<file path="src/rtl/noc16_block_engine.sv">
// NOC16 block engine: collects key/IV/mode/data beats, applies a fixed-latency
// XOR transform with optional CBC chaining, and returns the block over TX.
module noc16_block_engine #(
  parameter int          DATA_W      = 64,
  parameter int          BLOCK_BEATS = 2,
  parameter int          KEY_BEATS   = 22,
  parameter int          LATENCY     = 10,
  parameter logic [23:0] SERIAL      = 24'd9
) (
  input  logic              clk,
  input  logic              reset_n,
  input  logic [DATA_W-1:0] rx_lo,
  input  logic [7:0]        rx_cmd,
  input  logic              rx_valid,
  output logic              rx_rdy,
  output logic [DATA_W-1:0] tx_lo,
  output logic [7:0]        tx_cmd,
  output logic              tx_valid,
  input  logic              tx_rdy,
  output logic [23:0]       designSerialNumber,
  output logic              busy,
  output logic [7:0]        err_count
);

  localparam int BW    = DATA_W * BLOCK_BEATS;
  localparam int BB_W  = (BLOCK_BEATS > 1) ? $clog2(BLOCK_BEATS) : 1;
  localparam int IV_W  = $clog2(BLOCK_BEATS + 1);
  localparam int KI_W  = $clog2(KEY_BEATS + 1);
  localparam int CNT_W = (LATENCY > 1) ? $clog2(LATENCY) : 1;

  localparam logic [BB_W-1:0]  LAST_BEAT = BB_W'(BLOCK_BEATS - 1);
  localparam logic [IV_W-1:0]  IV_LAST   = IV_W'(BLOCK_BEATS - 1);
  localparam logic [IV_W-1:0]  IV_FULL   = IV_W'(BLOCK_BEATS);
  localparam logic [KI_W-1:0]  KEY_FULL  = KI_W'(KEY_BEATS);
  localparam logic [CNT_W-1:0] CNT_LOAD  = CNT_W'(LATENCY - 1);

  localparam logic [7:0] CMD_KEY   = 8'd0;
  localparam logic [7:0] CMD_IV    = 8'd1;
  localparam logic [7:0] CMD_DATA  = 8'd2;
  localparam logic [7:0] CMD_MODE  = 8'd3;
  localparam logic [7:0] CMD_CLEAR = 8'd4;

  typedef enum logic [1:0] {IDLE, COLLECT, PROC, SEND} state_t;

  state_t           state_q, state_d;
  logic             rxRdy_q, rxRdy_d;
  logic [23:0]      serial_q;
  logic [CNT_W-1:0] cnt_q, cnt_d;
  logic [BB_W-1:0]  txBeat_q, txBeat_d;
  logic [BB_W-1:0]  inIdx_q, inIdx_d;
  logic [IV_W-1:0]  ivIdx_q, ivIdx_d;
  logic [KI_W-1:0]  keyIdx_q, keyIdx_d;
  logic             cbc_q, cbc_d;
  logic [BW-1:0]    chain_q, chain_d;
  logic [BW-1:0]    outReg_q, outReg_d;
  logic [7:0]       errCount_q, errCount_d;

  logic [DATA_W-1:0] keyStore_q [KEY_BEATS];
  logic [DATA_W-1:0] ivStore_q  [BLOCK_BEATS];
  logic [DATA_W-1:0] blkBuf_q   [BLOCK_BEATS];

  logic          keyWe, ivWe, bufWe;
  logic          accept;
  logic [BW-1:0] newBlock, keyBlock, ivBlock, transformed;
  logic [DATA_W-1:0] txSel;

  assign accept = rx_valid && rxRdy_q;

  // The incoming beat completes the block in the same cycle it is written.
  always_comb begin
    newBlock = '0;
    keyBlock = '0;
    ivBlock  = '0;
    for (int b = 0; b < BLOCK_BEATS; b++) begin
      newBlock[b*DATA_W +: DATA_W] = (b == BLOCK_BEATS - 1) ? rx_lo : blkBuf_q[b];
      ivBlock[b*DATA_W +: DATA_W]  = (b == BLOCK_BEATS - 1) ? rx_lo : ivStore_q[b];
      keyBlock[b*DATA_W +: DATA_W] = keyStore_q[b];
    end
    transformed = newBlock ^ keyBlock ^ (cbc_q ? chain_q : '0);
  end

  always_comb begin
    state_d    = state_q;
    cnt_d      = cnt_q;
    txBeat_d   = txBeat_q;
    inIdx_d    = inIdx_q;
    ivIdx_d    = ivIdx_q;
    keyIdx_d   = keyIdx_q;
    cbc_d      = cbc_q;
    chain_d    = chain_q;
    outReg_d   = outReg_q;
    errCount_d = errCount_q;
    keyWe      = 1'b0;
    ivWe       = 1'b0;
    bufWe      = 1'b0;

    case (state_q)
      IDLE, COLLECT: begin
        if (accept) begin
          case (rx_cmd)
            CMD_KEY: begin
              if (keyIdx_q != KEY_FULL) begin
                keyWe    = 1'b1;
                keyIdx_d = keyIdx_q + KI_W'(1);
              end
            end
            CMD_IV: begin
              if (ivIdx_q != IV_FULL) begin
                ivWe    = 1'b1;
                ivIdx_d = ivIdx_q + IV_W'(1);
                if (ivIdx_q == IV_LAST) chain_d = ivBlock;
              end
            end
            CMD_DATA: begin
              bufWe = 1'b1;
              if (inIdx_q == LAST_BEAT) begin
                state_d  = PROC;
                cnt_d    = CNT_LOAD;
                outReg_d = transformed;
                if (cbc_q) chain_d = transformed;
              end else begin
                inIdx_d = inIdx_q + BB_W'(1);
                state_d = COLLECT;
              end
            end
            CMD_MODE: cbc_d = rx_lo[0];
            CMD_CLEAR: begin
              keyIdx_d = '0;
              ivIdx_d  = '0;
              inIdx_d  = '0;
              chain_d  = '0;
              state_d  = IDLE;
            end
            default: begin
              if (errCount_q != 8'hFF) errCount_d = errCount_q + 8'd1;
            end
          endcase
        end
      end
      PROC: begin
        if (cnt_q == '0) begin
          state_d  = SEND;
          txBeat_d = '0;
        end else begin
          cnt_d = cnt_q - CNT_W'(1);
        end
      end
      SEND: begin
        if (tx_rdy) begin
          if (txBeat_q == LAST_BEAT) begin
            state_d = IDLE;
            inIdx_d = '0;
          end else begin
            txBeat_d = txBeat_q + BB_W'(1);
          end
        end
      end
      default: state_d = IDLE;
    endcase

    rxRdy_d = (state_d == IDLE) || (state_d == COLLECT);
  end

  always_ff @(posedge clk or negedge reset_n) begin
    if (!reset_n) begin
      state_q    <= IDLE;
      rxRdy_q    <= 1'b0;
      serial_q   <= '0;
      cnt_q      <= '0;
      txBeat_q   <= '0;
      inIdx_q    <= '0;
      ivIdx_q    <= '0;
      keyIdx_q   <= '0;
      cbc_q      <= 1'b0;
      chain_q    <= '0;
      outReg_q   <= '0;
      errCount_q <= '0;
    end else begin
      state_q    <= state_d;
      rxRdy_q    <= rxRdy_d;
      serial_q   <= SERIAL;
      cnt_q      <= cnt_d;
      txBeat_q   <= txBeat_d;
      inIdx_q    <= inIdx_d;
      ivIdx_q    <= ivIdx_d;
      keyIdx_q   <= keyIdx_d;
      cbc_q      <= cbc_d;
      chain_q    <= chain_d;
      outReg_q   <= outReg_d;
      errCount_q <= errCount_d;
    end
  end

  // Key, IV and block storage carry no reset; contents are only meaningful once written.
  always_ff @(posedge clk) begin
    for (int k = 0; k < KEY_BEATS; k++)
      if (keyWe && keyIdx_q == KI_W'(k)) keyStore_q[k] <= rx_lo;
    for (int b = 0; b < BLOCK_BEATS; b++) begin
      if (ivWe && ivIdx_q == IV_W'(b)) ivStore_q[b] <= rx_lo;
      if (bufWe && inIdx_q == BB_W'(b)) blkBuf_q[b] <= rx_lo;
    end
  end

  always_comb begin
    txSel = '0;
    for (int b = 0; b < BLOCK_BEATS; b++)
      if (txBeat_q == BB_W'(b)) txSel = outReg_q[b*DATA_W +: DATA_W];
  end

  assign rx_rdy             = rxRdy_q;
  assign tx_valid           = (state_q == SEND);
  assign tx_cmd             = (state_q == SEND) ? 8'hFF : 8'h00;
  assign tx_lo              = (state_q == SEND) ? txSel : '0;
  assign designSerialNumber = serial_q;
  assign busy               = (state_q != IDLE);
  assign err_count          = errCount_q;

endmodule

</file>
<file path="config.mk">
export PLATFORM = sky130hd
export DESIGN_NAME = noc16_block_engine
export DESIGN_NICKNAME = d
export VERILOG_FILES = /design/src/rtl/noc16_block_engine.sv
export SDC_FILE = /design/constraint.sdc
export NUM_CORES = 1
export LEC_CHECK = 0
export CAP_MARGIN = 10
export CORE_ASPECT_RATIO = 1.25
export CORE_MARGIN = 8
export CORE_UTILIZATION = 35
export CTS_CLUSTER_SIZE = 16
export DETAILED_ROUTE_END_ITERATION = 16
export GPL_TIMING_DRIVEN = 0
export SETUP_SLACK_MARGIN = 0.2
export SLEW_MARGIN = 10
export SYNTH_ARGS = -nofsm -noshare
export SYNTH_HDL_FRONTEND = slang
export SYNTH_SLANG_ARGS = --single-unit
</file>
<file path="constraint.sdc">
create_clock -name clk -period 9.2 [get_ports clk]
set_input_delay 0.92 -clock clk [delete_from_list [all_inputs] [get_ports clk]]
set_output_delay 0.92 -clock clk [all_outputs]
set_load 0.05 [all_outputs]
</file>
==> changes_impl.md, run 1 <==
## Implementation

- Clk root buf: clkbuf_16
- Width of the die: 255 um
- Top logic cells by instance count in the layout: nand2_1 (400), dfrtp_1 (282), edfxtp_1 (256)
- R2R depth: 7
- Setup CP Type: flip-flop to output port
- Pin count of the biggest net entering global routing: between 100 and 150
- Die Size: roughly 80000 um2
- Data buffer area share: around 8.9%
- CTS tree: yes
- Antenna violations before repair: 8
- Clock latency on the worst-skew pair: just under 0.6 ns
- Fin. Hold Viols: 0
- CP dominant cell by count: buf_1
- M1 wire length: 30000 um
- Proportion of synthesized area in mux cells: 2.75%
- Antenna cell count: 7
- Main power group: registers
- Buf/Inv on CP: 4
- R2r startpoint: state_q[1]
- Worst Max-Slew Pin Slew: between 1 and 1.5 ns
- Crit end category: output port
- Maximum fanout along the worst path: 10
- Clock Power: between 2 and 2.5 mW
- MI comb cells: around 1500
- Htree depth: 2
- Synth-to-layout area growth: 19.5%
- Ys Warns: 0
- Total Power: roughly 5.5 mW
- Dpl ws: 4.06 ns
- Commonest cells in the netlist: nand2_1 (400), dfrtp_1 (282), edfxtp_1 (256)
- Grt ovf: 0
- Logic share of the area: between 30% and 40%
- Antenna Nets Post-Route: 0
- Registers: about 540
- Largest type area fraction: a little under a third
- Post-Syn Instances: around 2300
- Status: completed
- Starting DRC count in detailed routing: between 1000 and 1500
- Total power divided by cell area: between 150 and 200 nW/um2
- Switching power: roughly 1.3 mW
- Global-route wire length before repair: 112000 um
- Top Layer Used: met5
- Worst path top cell family by delay: buffers and inverters
- Final Slew Violations: 0
- Part of the power in registers: approximately 50%
- Die Y: about 310 um
- Mapped cell area: 24900 um2
- Tapcells: around 940
- Switching Share: between 20% and 30%
- Port bufs: 158
- Clock network area share: roughly 6%
- Compound Share, Synth: between 10% and 20%
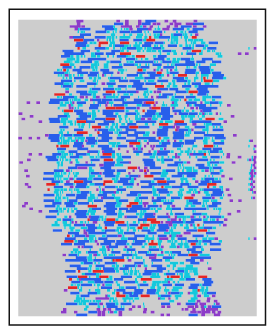
Run 1: placement by cell class
Drawn at 1 px/um. Fill, decap, tap and diode cells in grey.
blue -> sequential cells  # cells 538, share of their area 52%
cyan -> combinational and other logic  # cells 1569, share of their area 33%
purple -> remaining buffers and delay cells  # cells 352, share of their area 9.3%
red -> clock drivers and dummy loads  # cells 95, share of their area 6.2%
post-layout util: 42.2%
core area: 70600 um2
cell area after layout: 29800 um2

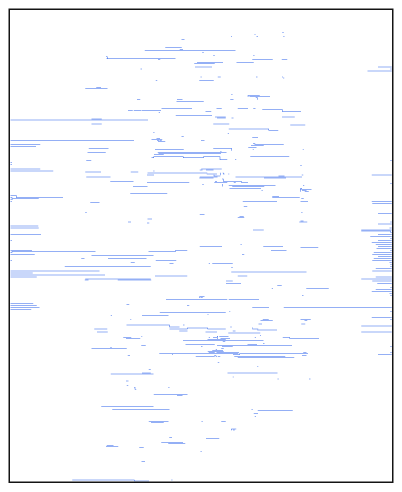
Run 1: metal 3
Drawn at 1.5 px/um.
share of all routed wire = 5.3%
nets with wire on the layer = 231
wire length on this layer = 3930 um
longest straight run = 91.3 um

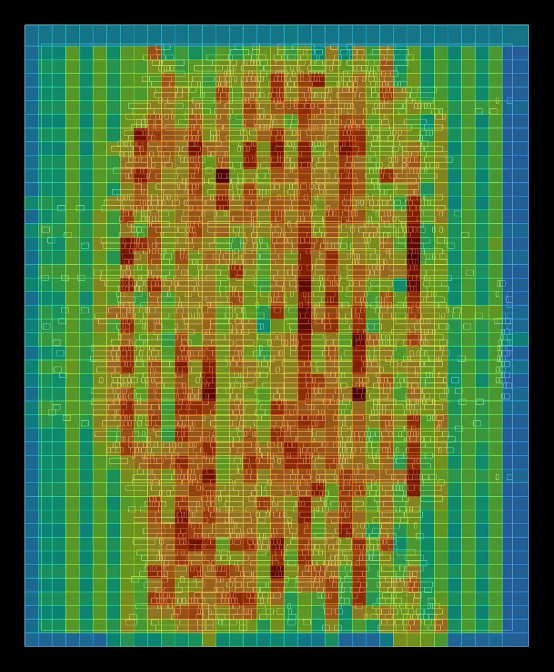
Run 1: routing congestion map
GR Util met1: 21.9%
Total GRT Usage: 18.1%
GR Util met2: 31.7%
routed wire length per instance: 21.2 um

==> inputs of run 2 (changes only) <==
==> constraint.sdc (replaced) <==
create_clock -name clk -period 4.4 [get_ports clk]
set_input_delay 0.44 -clock clk [delete_from_list [all_inputs] [get_ports clk]]
set_output_delay 0.44 -clock clk [all_outputs]
set_load 0.05 [all_outputs]
==> changes_impl.md, run 2 <==
## Implementation

- Fin. Hold Viols: 0 (unchanged)
- Total power divided by cell area: 377 nW/um2 (was 184 nW/um2)
- GR Util met2: 32.2% (was 31.7%)
- Clock latency on the worst-skew pair: 0.57 ns (was 0.58 ns)
- Switching Share: 24.7% (was 24.3%)
- WP data required: 3.96 ns (was 8.28 ns)
- Final Slew Violations: 0 (unchanged)
- Tapcells: 943 (unchanged)
- Top Layer Used: met5 (unchanged)
- Antenna Nets Post-Route: 0 (unchanged)
- Width of the die: 255 um (unchanged)
- Dpl ws: -0.206 ns (was 4.06 ns)
- R2r startpoint: state_q[1] (unchanged)
- Largest type area fraction: 30.8% (unchanged)
- Grt ovf: 0 (unchanged)
- Type of origin of the critical path: flip-flop (unchanged)
- Commonest cells in the netlist: nand2_1 (400), dfrtp_1 (282), edfxtp_1 (256) (unchanged)
- Starting DRC count in detailed routing: 1473 (was 1451)
- Top cell excl fill/tap: nand2_1 (unchanged)
- M1 wire length: 30000 um (about the same)
- XOR-XNOR Cells, Area Fraction: 9.38% (unchanged)
- Ys Warns: 0 (unchanged)
- Core area: 70600 um2 (unchanged)
- Worst Max-Slew Pin Slew: 1.14 ns (was 1.28 ns)
- Cell area leaders: edfxtp_1 (31%), dfrtp_1 (28%), nand2_1 (6.0%) (unchanged)
- Total Power: 11.2 mW (was 5.47 mW)
- Logic share of the area: 30.8% (was 30.7%)
- Data buffer area share: 9.17% (was 8.92%)
- Registers: 538 (unchanged)
- Compound Share, Synth: 11.1% (unchanged)
- Global-route wire length before repair: 115000 um (was 112000 um)
- Synth-to-layout area growth: 19.3% (was 19.5%)
- Worst-case clock skew: 0.0124 ns (was 0.0185 ns)
- Clock Power: 4.42 mW (was 2.23 mW)
- Main power group: registers (unchanged)
- Total GRT Usage: 18.5% (was 18.1%)
- Port bufs: 158 (unchanged)
- Final period utilization: between 90% and 100%
- Htree depth: 2 (unchanged)
- Antenna violations before repair: 7 (was 8)
- Setup CP Type: flip-flop to output port (unchanged)
- Adder share: 0.452% (unchanged)
- Crit end category: output port (unchanged)
- Clock network area share: 5.51% (was 5.95%)
- Die Size: 80100 um2 (unchanged)
- Buf/Inv on CP: 4 (unchanged)
- Proportion of synthesized area in mux cells: 2.75% (unchanged)
- Mapped cell area: 24900 um2 (unchanged)
- Seq power: 5.68 mW (was 2.72 mW)
- Clock power share: 39.5% (was 40.8%)
- Die Y: 314 um (unchanged)
- Antenna cell count: 6 (was 7)
- Part of the power in registers: 50.8% (was 49.7%)
- MI comb cells: 1493 (unchanged)
- Arrival @ worst endpoint: 3.60 ns (was 4.16 ns)
- Routed wire length per instance: 21.6 um (was 21.2 um)
- Worst path top cell family by delay: buffers and inverters (unchanged)
- Top logic cells by instance count in the layout: nand2_1 (400), dfrtp_1 (282), edfxtp_1 (256) (unchanged)
- Largest regs: chain_q x128, keyStore_q x128, outReg_q x128 (unchanged)
- Number of global-route vias before repair: 19200 (was 18800)
- Switching power: 2.76 mW (was 1.33 mW)
- R2R depth: 8 (was 7)
- Placed cells: 3400 (was 3402)
- Status: completed (unchanged)
- Unique masters post-synth: 48 (unchanged)
- Clk root buf: clkbuf_16 (unchanged)
- Pin count of the biggest net entering global routing: 83 (was 102)
- Setup bufs post-CTS: 0 (unchanged)
- GR Util met1: 22.0% (was 21.9%)
- Maximum fanout along the worst path: 10 (unchanged)
- Max VDD drop: 0.000294 V (was 0.000143 V)
- CTS tree: yes (unchanged)
- Post-Syn Instances: 2262 (unchanged)
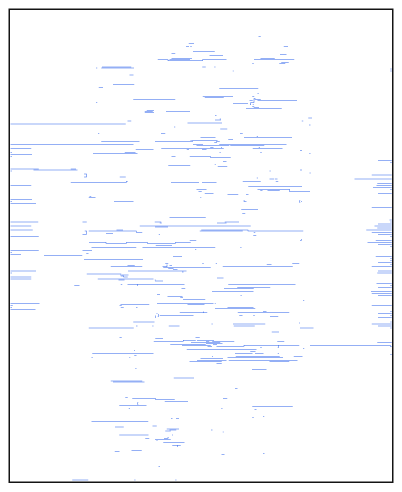
Run 2: metal 3
Drawn at 1.5 px/um.
share of all routed wire = 5.3%
longest straight run = 81.7 um
main direction = horizontal
drt total wl: 75600 um
routed vias: 18300
met3 Track Usage GR: 2.58%

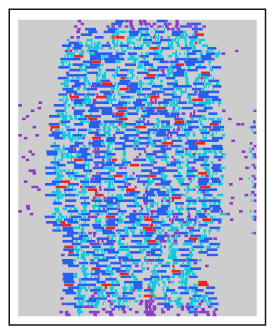
Run 2: placement by cell class
Drawn at 1 px/um. Fill, decap, tap and diode cells in grey.
cell area after layout: 29700 um2
row count: 109
proportion of cell area occupied by registers: 49.6%
post-layout util: 42.1%

Power and IR drop assume default switching activity.
